Fig. 1: signal wires on met1
Bar = 50 um. Cells faint in the background.
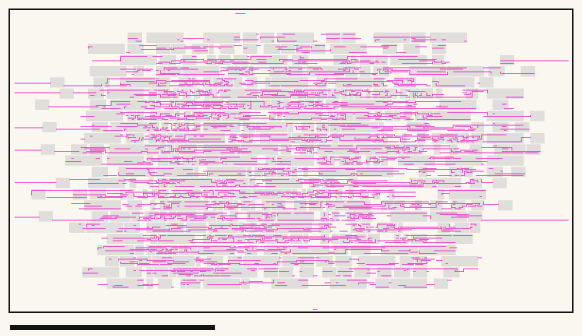
Fig. 2: met4 routing
Bar = 50 um.
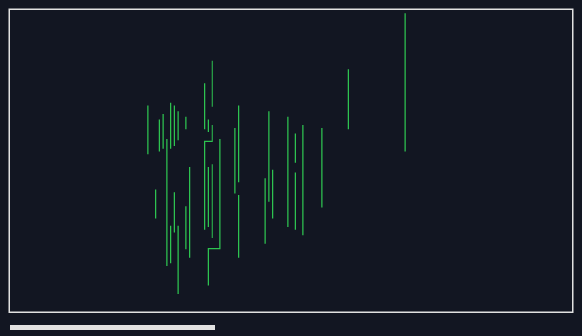
File: config.mk
export PLATFORM = sky130hd
export DESIGN_NAME = timer_counter
export DESIGN_NICKNAME = d
export VERILOG_FILES = /design/src/rtl/timer_counter.sv
export SDC_FILE = /design/constraint.sdc
export NUM_CORES = 1
export LEC_CHECK = 0
export CAP_MARGIN = 20
export CORE_ASPECT_RATIO = 0.5
export CORE_MARGIN = 5
export CORE_UTILIZATION = 50
export DETAILED_ROUTE_END_ITERATION = 16
export GPL_TIMING_DRIVEN = 0
export PLACE_DENSITY = 0.9
export RECOVER_POWER = 50
export SYNTH_ARGS = -nofsm -noshare
export SYNTH_HDL_FRONTEND = slang
export SYNTH_SLANG_ARGS = --single-unit
File: constraint.sdc
create_clock -name clk -period 2.6 [get_ports clk]
set_input_delay 0.39 -clock clk [delete_from_list [all_inputs] [get_ports clk]]
set_output_delay 0.39 -clock clk [all_outputs]
set_load 0.005 [all_outputs]
File: src/rtl/timer_counter.sv
// Memory-mapped timer/counter (TC0/TC1) with an IDLE/LOAD/CNT/INT countdown FSM and a registered IRQ.
// Optional build macro TC_PRESCALE_EN adds a PRESCALE register at offset 3 that slows the count rate.
module timer_counter #(
  parameter int PRESCALE_W = 16
) (
  input  logic        clk,
  input  logic        reset_n,
  input  logic [29:0] Addr,
  input  logic        WE,
  input  logic [31:0] Din,
  output logic [31:0] Dout,
  output logic        IRQ
);

  typedef enum logic [1:0] {S_IDLE, S_LOAD, S_CNT, S_INT} state_t;

  state_t r_state, w_next;

  logic        r_en, r_im;
  logic [1:0]  r_mode;
  logic [31:0] r_preset, r_count, w_count_nxt;
  logic        r_irq_flag;

  logic w_wr_ctrl, w_wr_preset, w_en_eff, w_step;
  logic w_set_irq, w_clr_irq_auto, w_fsm_clr_en;
  logic [PRESCALE_W-1:0] w_prescale_rd;
  logic w_addr_unused;

  assign w_addr_unused = ^Addr[29:2];

  assign w_wr_ctrl   = WE && (Addr[1:0] == 2'd0);
  assign w_wr_preset = WE && (Addr[1:0] == 2'd1);
  // A CTRL write in the same cycle decides whether CNT keeps running,
  // so a stop write freezes COUNT at the value visible when it is issued.
  assign w_en_eff    = w_wr_ctrl ? Din[0] : r_en;

`ifdef TC_PRESCALE_EN
  logic [PRESCALE_W-1:0] r_prescale, r_div;
  logic                  w_wr_prescale;

  assign w_wr_prescale = WE && (Addr[1:0] == 2'd3);
  assign w_step        = (r_div == r_prescale);
  assign w_prescale_rd = r_prescale;

  always_ff @(posedge clk or negedge reset_n) begin
    if (!reset_n) begin
      r_prescale <= '0;
      r_div      <= '0;
    end else begin
      if (w_wr_prescale) r_prescale <= Din[PRESCALE_W-1:0];
      // Divider only advances while counting; any step, LOAD or exit restarts it.
      if (r_state == S_CNT && w_en_eff && !w_step) r_div <= r_div + 1'b1;
      else                                         r_div <= '0;
    end
  end
`else
  assign w_step        = 1'b1;
  assign w_prescale_rd = '0;
`endif

  always_comb begin
    w_next         = r_state;
    w_count_nxt    = r_count;
    w_set_irq      = 1'b0;
    w_clr_irq_auto = 1'b0;
    w_fsm_clr_en   = 1'b0;
    case (r_state)
      S_IDLE: if (r_en) w_next = S_LOAD;
      S_LOAD: begin
        w_count_nxt = r_preset;
        w_next      = S_CNT;
      end
      S_CNT: begin
        if (!w_en_eff) begin
          w_next = S_IDLE;
        end else if (w_step) begin
          if (r_count > 32'd1) begin
            w_count_nxt = r_count - 32'd1;
          end else begin
            w_count_nxt = '0;
            w_next      = S_INT;
            w_set_irq   = 1'b1;
          end
        end
      end
      S_INT: begin
        w_next = S_IDLE;
        if (r_mode == 2'b01) w_clr_irq_auto = 1'b1;
        else                 w_fsm_clr_en   = 1'b1;
      end
      default: w_next = S_IDLE;
    endcase
  end

  always_ff @(posedge clk or negedge reset_n) begin
    if (!reset_n) begin
      r_state    <= S_IDLE;
      r_en       <= 1'b0;
      r_mode     <= 2'b00;
      r_im       <= 1'b0;
      r_preset   <= '0;
      r_count    <= '0;
      r_irq_flag <= 1'b0;
    end else begin
      r_state <= w_next;
      r_count <= w_count_nxt;
      if (w_wr_ctrl) begin
        r_en   <= Din[0];
        r_mode <= Din[2:1];
        r_im   <= Din[3];
      end else if (w_fsm_clr_en) begin
        r_en <= 1'b0;
      end
      if (w_wr_preset) r_preset <= Din;
      // Entering INT wins over a coincident CTRL write so no interrupt is lost.
      if (w_set_irq)                        r_irq_flag <= 1'b1;
      else if (w_wr_ctrl || w_clr_irq_auto) r_irq_flag <= 1'b0;
    end
  end

  always_comb begin
    Dout = '0;
    case (Addr[1:0])
      2'd0: Dout = {28'd0, r_im, r_mode, r_en};
      2'd1: Dout = r_preset;
      2'd2: Dout = r_count;
      2'd3: Dout = {{(32-PRESCALE_W){1'b0}}, w_prescale_rd};
      default: Dout = '0;
    endcase
  end

  assign IRQ = r_irq_flag & r_im;

endmodule

==> job_summary.md <==
### Yosys + OpenROAD results

| Metric | Value |
|---|---|
| Status | `complete, but fails checks` |
| Violated checks | `max-capacitance violations, max-slew violations, negative setup slack` |
| Tmin final | `2622 ps` |
| Logic Gate Count | `298` |
| M2 GR Usage | `41.33%` |
| Arrival time at the worst endpoint | `2820 ps` |
| GRT busiest layer | `met2` |
| Number of enable flip-flop cells | `0` |
| Ys async rst share | `100.0%` |
| P_sw | `2.325 mW` |
| Final worst path period share | `100.8%` |
| Peak VDD IR | `0.5578 mV` |
| Post-synth top flop | `dfrtp_1` |
| Seq power | `2.07 mW` |
| Critical Path RT | `2800 ps` |
| Setup TNS | `-21.58 ps` |
| Final WS setup | `-21.58 ps` |
| Area leader, netlist | `dfrtp_1` |
| Post_cts resized | `22` |
| Tap Cells | `112` |
| HPWL Detailed | `8.712 mm` |
| Worst Reg-to-Reg Cells | `6` |
| Reg-to-reg slack, setup | `-20 ps` |
| WL met2 | `5.896 mm` |
| CP endpoint kind | `flop` |
| Adder Area Share | `0.6229%` |
| # clock sinks | `71` |
| Int Pwr | `3.300 mW` |
| Max-cap violations | `1` |
| Antenna Nets Post-Route | `0` |
| Non-CTS inverters | `5` |
| Ys flops | `71` |
| Final Hold Vio Count | `0` |
| Fraction of area in registers | `33.58%` |
| DRT Pass-1 Iters | `9` |
| First-pass GRT wire length | `21.02 mm` |
| Fraction of layout cells with a size suffix above 1 | `17.70%` |
| # setup viols final | `1` |
| GPL Wtd Cong | `0.9358` |
| Most numerous logic cell after layout | `dfrtp_1` |
| Ys Warns | `0` |
| Die area | `0.01004 mm^2` |
| # nets final | `548` |
| Max stage delay on crit path | `540 ps` |
| Wl on met1 | `5.319 mm` |
| Largest registers | `r_count x32, r_preset x32` |
| Crit Path Max Fanout | `7` |
| Clk tree area frac | `5.860%` |
| Simple share | `18.59%` |
| Die Height | `73.39 um` |
| Cell chain of the critical path | `or4_1 > clkbuf_1 > nor4_4 > nand3_2 > o311ai_0 > o311ai_1` |
| Placed cells | `579` |
| Final Max-Slew Violation Tally | `72` |
| Most frequent cells in the layout | `70 x dfrtp_1, 66 x clkdlybuf4s50_1, 35 x mux2_2` |
| Worst slew pin tran | `1820 ps` |
| Worst Setup Start Kind | `flop` |
| Top cells by count | `71 x dfrtp_1, 35 x mux2_2, 34 x nand2_1` |
| Synth Instances | `399` |
| Grt ovf | `0` |
| Clock group power | `1.29 mW` |
| Mapped Nets | `466` |
| Top delay family on crit path | `simple AND/OR/NAND/NOR gates` |
| Most common cell in the netlist | `dfrtp_1` |
| Fillers | `583` |
| Skew final | `7.300 ps` |
| Synthesis area per yosys | `0.004018 mm^2` |
| Core Region | `0.007914 mm^2` |
| WL per Instance | `22.66 um` |
Notes on Fig. 1 above:
The layer carries 5320 um of wire. The longest straight run is 50.6 um. 480 nets have wire on it. The wires run mostly horizontal.

Notes on Fig. 2 above:
27 nets have wire on it. The wires run mostly vertical. The layer holds 3.8% of the routed length. The layer carries 521 um of wire.
vias: 4081
drt total wl: 13.55 mm

Power and IR drop assume default switching activity.
